===== config.mk =====
export PLATFORM = sky130hd
export DESIGN_NAME = multi_channel_ms_timer
export DESIGN_NICKNAME = d
export VERILOG_FILES = /design/src/rtl/mc_timer_pkg.sv /design/src/rtl/ms_timer_channel.sv /design/src/rtl/multi_channel_ms_timer.sv
export SDC_FILE = /design/constraint.sdc
export NUM_CORES = 1
export LEC_CHECK = 0
export CORE_MARGIN = 3
export CORE_UTILIZATION = 54
export CTS_BUF_LIST = sky130_fd_sc_hd__clkbuf_8
export DETAILED_ROUTE_END_ITERATION = 7
export PLACE_DENSITY = 0.92
export SYNTH_ARGS = -nofsm -noshare
export SYNTH_HDL_FRONTEND = slang
export SYNTH_SLANG_ARGS = --single-unit

===== constraint.sdc =====
create_clock -name clk_1khz -period 5.2 [get_ports clk_1khz]
set_input_delay 0.78 -clock clk_1khz [delete_from_list [all_inputs] [get_ports clk_1khz]]
set_output_delay 0.78 -clock clk_1khz [all_outputs]
set_load 0.02 [all_outputs]

===== src/rtl/mc_timer_pkg.sv =====
// Shared types and helpers for the multi-channel millisecond timer.
// Pure declarations: no logic, no latency, no backpressure.
package mc_timer_pkg;

    localparam int STATE_W = 2;

    typedef enum logic [STATE_W-1:0] {
        IDLE   = 2'd0,
        RUN    = 2'd1,
        PAUSED = 2'd2,
        DONE   = 2'd3
    } state_t;

    // All-ones value of a WIDTH-bit counter. This is the point where the count saturates.
    function automatic logic [31:0] sat_value(input int unsigned width);
        logic [63:0] one_hot;
        one_hot = 64'd1 << width;
        return 32'(one_hot - 64'd1);
    endfunction

endpackage


===== src/rtl/ms_timer_channel.sv =====
// One stopwatch channel with pause, a result latch, timeout and saturation. All outputs are registered.
// No backpressure: start, stop and pause are sampled on every clk_1khz edge.
module ms_timer_channel
    import mc_timer_pkg::*;
#(
    parameter int WIDTH      = 16,
    parameter int TIMEOUT_MS = 2000
) (
    input  logic             clk_1khz,
    input  logic             reset,
    input  logic             start,
    input  logic             stop,
    input  logic             pause,
    output logic [WIDTH-1:0] time_ms,
    output logic [WIDTH-1:0] result_ms,
    output logic             active,
    output logic             done,
    output logic             timeout,
    output logic             overflow
);

    localparam logic [WIDTH-1:0] SAT   = WIDTH'(sat_value(WIDTH));
    localparam logic [WIDTH-1:0] TO    = WIDTH'(TIMEOUT_MS);
    localparam bit               TO_EN = (TIMEOUT_MS != 0);

    state_t           state, state_n;
    logic [WIDTH-1:0] count, count_n, result_n;
    logic [WIDTH-1:0] count_inc;
    logic             done_n, timeout_n, overflow_n;

    assign count_inc = count + 1'b1;

    always_ff @(posedge clk_1khz or posedge reset) begin
        if (reset) begin
            state     <= IDLE;
            count     <= '0;
            result_ms <= '0;
            done      <= 1'b0;
            timeout   <= 1'b0;
            overflow  <= 1'b0;
        end else begin
            state     <= state_n;
            count     <= count_n;
            result_ms <= result_n;
            done      <= done_n;
            timeout   <= timeout_n;
            overflow  <= overflow_n;
        end
    end

    always_comb begin
        state_n    = state;
        count_n    = count;
        result_n   = result_ms;
        done_n     = 1'b0;
        timeout_n  = timeout;
        overflow_n = overflow;
        case (state)
            IDLE, DONE: begin
                if (start) begin
                    state_n    = RUN;
                    count_n    = '0;
                    timeout_n  = 1'b0;
                    overflow_n = 1'b0;
                end
            end
            RUN: begin
                if (stop) begin
                    result_n = count;
                    done_n   = 1'b1;
                    state_n  = DONE;
                end else if (pause) begin
                    state_n = PAUSED;
                end else if (TO_EN && count_inc == TO) begin
                    count_n   = TO;
                    result_n  = TO;
                    done_n    = 1'b1;
                    timeout_n = 1'b1;
                    state_n   = DONE;
                end else if (!TO_EN && count == SAT) begin
                    overflow_n = 1'b1;
                end else begin
                    count_n = count_inc;
                end
            end
            PAUSED: begin
                // The resume edge only changes state; counting restarts on the next edge.
                if (stop) begin
                    result_n = count;
                    done_n   = 1'b1;
                    state_n  = DONE;
                end else if (!pause) begin
                    state_n = RUN;
                end
            end
            default: state_n = IDLE;
        endcase
    end

    assign time_ms = count;
    assign active  = (state == RUN) || (state == PAUSED);

endmodule


===== src/rtl/multi_channel_ms_timer.sv =====
// Runs CHANNELS independent ms_timer_channel instances and packs their outputs into flat buses.
// Latency and backpressure are those of one channel: registered outputs, inputs sampled every edge.
module multi_channel_ms_timer
    import mc_timer_pkg::*;
#(
    parameter int CHANNELS   = 4,
    parameter int WIDTH      = 16,
    parameter int TIMEOUT_MS = 2000
) (
    input  logic                      clk_1khz,
    input  logic                      reset,
    input  logic [CHANNELS-1:0]       start,
    input  logic [CHANNELS-1:0]       stop,
    input  logic [CHANNELS-1:0]       pause,
    output logic [CHANNELS*WIDTH-1:0] time_ms,
    output logic [CHANNELS*WIDTH-1:0] result_ms,
    output logic [CHANNELS-1:0]       active,
    output logic [CHANNELS-1:0]       done,
    output logic [CHANNELS-1:0]       timeout,
    output logic [CHANNELS-1:0]       overflow
);

    for (genvar i = 0; i < CHANNELS; i++) begin : g_ch
        ms_timer_channel #(
            .WIDTH      (WIDTH),
            .TIMEOUT_MS (TIMEOUT_MS)
        ) u_ch (
            .clk_1khz  (clk_1khz),
            .reset     (reset),
            .start     (start[i]),
            .stop      (stop[i]),
            .pause     (pause[i]),
            .time_ms   (time_ms[i*WIDTH +: WIDTH]),
            .result_ms (result_ms[i*WIDTH +: WIDTH]),
            .active    (active[i]),
            .done      (done[i]),
            .timeout   (timeout[i]),
            .overflow  (overflow[i])
        );
    end

endmodule


==> summary.json <==
{
  "outcome": {
    "outcome": "complete, no violations"
  },
  "setup_path": {
    "worst-endpoint-required_ns": 5.54,
    "worst_path_largest_cell_delay_ns": 0.60,
    "critical_path_class": "flip-flop to flip-flop",
    "worstSetupEndpointType": "flip-flop",
    "critical_path.top_delay_family": "simple AND/OR/NAND/NOR gates",
    "critPathBufInv": 0,
    "cp_num_cells": 8,
    "worst_r2r_startpoint": "g_ch[1].u_ch.time_ms[0]",
    "start_kind": "flip-flop",
    "cp_max_fo": 11,
    "startpoint": "g_ch[1].u_ch.time_ms[0]",
    "r2r_cells": 8,
    "worst_endpoint_data_arrival_time_ns": 3.54,
    "timing.critical_path.cells": "ha_1, nand2_1, nor4_4, mux2i_1, a31oi_1, nor3_2, nor2_1, a221o_1",
    "critical-path-slowest-cell": "nor3_2"
  },
  "finish": {
    "number_of_antenna_repair_diodes": 0,
    "most-common-layout-cells": "clkdlybuf4s50_1, dfrtp_1, nor2_1",
    "post_route_cells_drive_above_1_share": 0.06327,
    "synthesis_to_finish_area_growth_pct": 23.89,
    "fin_nets": 993
  },
  "logic_synthesis": {
    "asyncSetResetFlopFracSynth": 1.000,
    "main_synth_ff_type": "dfrtp_1",
    "edf_count": 0,
    "top_cell_area_share": 0.4547,
    "yosys.stat.chipArea_um2": 7925,
    "yosys_warnings": 0,
    "synth_seq_share": 0.4547,
    "synth_cells": 857,
    "library_cell_with_the_largest_summed_area_after_synthesis": "dfrtp_1",
    "netlist_area_um2": 7925,
    "netlist-cell-type-count": 75,
    "topCellsByArea": "dfrtp_1, a22o_1, nor2_1, o21ai_0, nand2_1",
    "avgSynthCellArea_um2": 9.247,
    "yosys-stat-cells": 857,
    "synth.ff_latch_count": 144
  },
  "clock_network": {
    "clock_path_buffers": 2,
    "clock-root-buffer": "clkbuf_8",
    "post_cts_resized": 0,
    "clkTransAtPathRegs_ns": 0.08,
    "holdBufCountCts": 0,
    "worstSkewPairLatency_ns": 0.45,
    "h-tree-depth": 4,
    "numCtsBuffers": 17,
    "clkSinkCount": 144,
    "postCtsSetupRepairBufs": 0,
    "clock_tree_from_tritoncts": "done"
  },
  "timing": {
    "setup_repair_after_global_routing_missed_its_margin": "no",
    "final.min_clock_period_ns": 3.206,
    "finalSetupViolations": 0,
    "worst-slew-pin-transition_ns": 1.148,
    "setup_slack_ns": 1.994,
    "tns_ns": 0,
    "timing.max_slew.rel_slack": 0.2298,
    "final_min_period_over_clock_period": 0.6165,
    "hold_viol": 0,
    "skew_ns": 0.01302,
    "slew_viol_final": 0,
    "achievable-frequency_mhz": 311.9
  },
  "routing": {
    "first_pass_iters": 5,
    "drt-initial-drc-count": 896,
    "antenna_left": 0,
    "wl_per_cell_um": 17.87,
    "num_vias": 7307,
    "routed_via_density": 6.299,
    "postRouteWirelength_um": 20730,
    "post-route-drc-count": 0
  },
  "hold_path": {
    "hold_path.startpoint": "g_ch[0].u_ch.result_ms[10]",
    "holdPathStages": 1,
    "worst_hold_path_type": "flip-flop to flip-flop"
  },
  "placement": {
    "dp_hpwl_um": 14410,
    "dpl_worst_slack_ns": 1.827,
    "gp_routability_congestion": 0.8833,
    "io_buffers": 153
  },
  "floorplanning": {
    "die-area_um2": 16170,
    "chipHeight_um": 127.1,
    "core_util_at_fp": 0.5622,
    "area_of_the_core_um2": 14100,
    "row_count": 43,
    "die-width_um": 127.1,
    "pin_count": 158
  },
  "power_and_ir_drop": {
    "cellPowerDensity_nw_per_um2": 440.5,
    "p_leak_nw": 4.081,
    "p_comb_frac": 0.435,
    "fin_total_pwr_w": 0.004325,
    "internal_power_w": 0.002597,
    "net_sw_frac": 0.3995,
    "switchingPower_w": 0.001728,
    "clock_power_frac": 0.217,
    "power.sequential.fraction": 0.348,
    "peakVddDrop_v": 0.0003350
  },
  "grt": {
    "grt_pass1_vias": 6694,
    "pin_count_of_the_biggest_net_entering_global_routing": 78,
    "antenna_found_initial": 0,
    "globalRouteTotalUtil": 0.2565,
    "grt_overflow_total": 0,
    "grt_first_pass_wirelength_um": 33950
  },
  "flow_run": {
    "cap_viol_max_count": 0,
    "log.warning_count": 31
  }
}
stage by stage:
step / cells / area [um^2] / hold WS [ns] / util
after floorplan: 860 / 7936 / 0.4637 / -
after global placement: 1128 / 9393 / 0.4698 / 0.6663
after detailed placement: 1128 / 9393 / 0.4780 / 0.6663
after CTS: 1160 / 9818 / 0.4999 / 0.6965
after global routing: 1160 / 9818 / 0.5166 / 0.6965
final: 1160 / 9818 / 0.4949 / 0.6965
path summary, 6_finish.rpt:
kind                                         endpoint  slack (ns)
max                          g_ch[1].u_ch.time_ms[13]        1.99
min                        g_ch[0].u_ch.result_ms[10]        0.49
max reg2reg                  g_ch[1].u_ch.time_ms[13]        1.99
min reg2reg                g_ch[0].u_ch.result_ms[10]        0.49
max in group asynchronous     g_ch[0].u_ch.time_ms[1]        3.35
min in group asynchronous  g_ch[2].u_ch.result_ms[11]        0.84
area by class of cell:
cell class	count	area (um^2)
Fill cell	1058	4278
Multi-Input combinational cell	609	3847
Clock inverter	11	136.4
Sequential cell	144	3603
Clock buffer	21	289.0
Inverter	36	140.1
Tap cell	180	225.2
Timing Repair Buffer	159	1577
kinds of logic after synthesis:
| group | Yosys count | synth area share |
|---|---|---|
| AND/OR/NAND/NOR | 313 | 0.2127 |
| XOR/XNOR | 17 | 0.01879 |
| multiplexers | 10 | 0.01342 |
| flip-flops | 144 | 0.4547 |
| adder cells (fa/ha/maj) | 12 | 0.01894 |
| other | 1 | 0.0004732 |
| AND-OR/OR-AND | 253 | 0.2198 |
| buffers and inverters | 107 | 0.06126 |
synthesized netlist by cell type (12+ instances only):
cell type,number
a21oi_1,41
a22o_1,45
a31oi_1,18
and3_1,12
buf_4,18
clkbuf_1,34
dfrtp_1,144
ha_1,12
inv_1,36
nand2_1,63
nand3_1,33
nand4_1,22
nor2_1,88
nor3_1,12
o21ai_0,66
o31ai_1,17
xnor2_1,12
worst reg2reg max path: cells and delay by family (launching register included):
family | cells | cell delay (ns)
DFF | 1 | 0.58
adders and majority gates | 1 | 0.40
and+or+nand+nor | 4 | 1.41
AOI/OAI and AO/OA | 2 | 0.46
muxes | 1 | 0.25
flip-flops by register name, summed over array words and instances (netlist names):
| signal | count |
|---|---|
| g_ch.u_ch.result_ms | 64 |
| g_ch.u_ch.time_ms | 64 |
| g_ch.u_ch.state | 8 |
| g_ch.u_ch.done | 4 |
| g_ch.u_ch.timeout | 4 |
per-layer routing:
metal  part of all wire  GRT usage
met5                  0          0
met4              0.020    0.07571
met3              0.078    0.06689
met2               0.47     0.4047
met1               0.43     0.3513
power by group through the flow:
| stage | clock network [W] | registers [W] | logic [W] |
|---|---|---|---|
| final | 0.000940 | 0.00150 | 0.00188 |
| after global routing | 0.00100 | 0.00153 | 0.00204 |
| after CTS | 0.000955 | 0.00150 | 0.00187 |
| after detailed placement | 0 | 0.00152 | 0.00187 |
| after global placement | 0 | 0.00151 | 0.00182 |
| after floorplan | 0 | 0.00168 | 0.00105 |
Gate-type map:
Scale bar: 50 um.
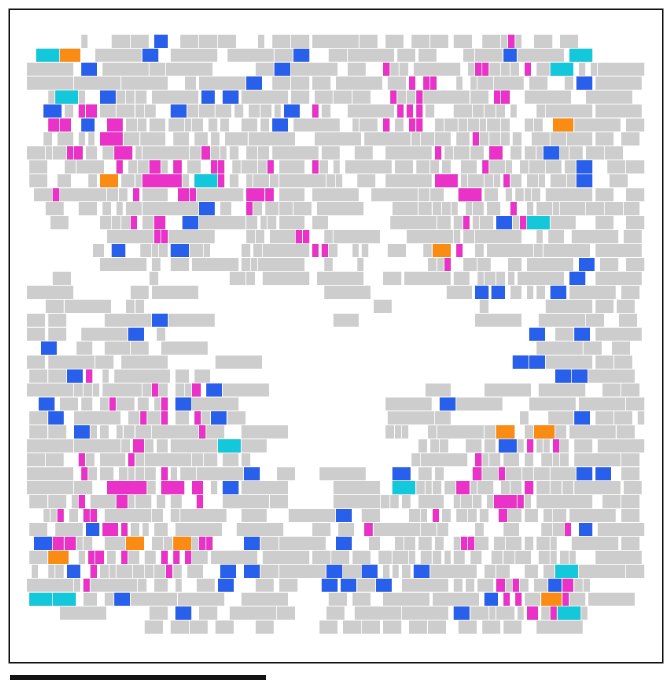
magenta -> NOR gates  # cells 126, where all over the die
blue -> AND-OR and OR-AND gates  # cells 74, where all over the die
orange -> multiplexers  # cells 10, where all over the die
cyan -> adder and majority cells  # cells 12, where all over the die
fraction of area in multi-input gates: 0.3919
most instantiated logic cell after routing: clkdlybuf4s50_1

M1 wires:
Scale bar: 50 um. Supply wires on this layer in gray.
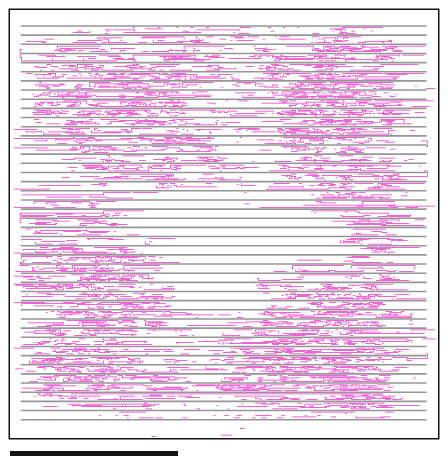
main direction = horizontal
longest straight run = 91.1 um

Power is estimated from default activity; no workload was simulated.
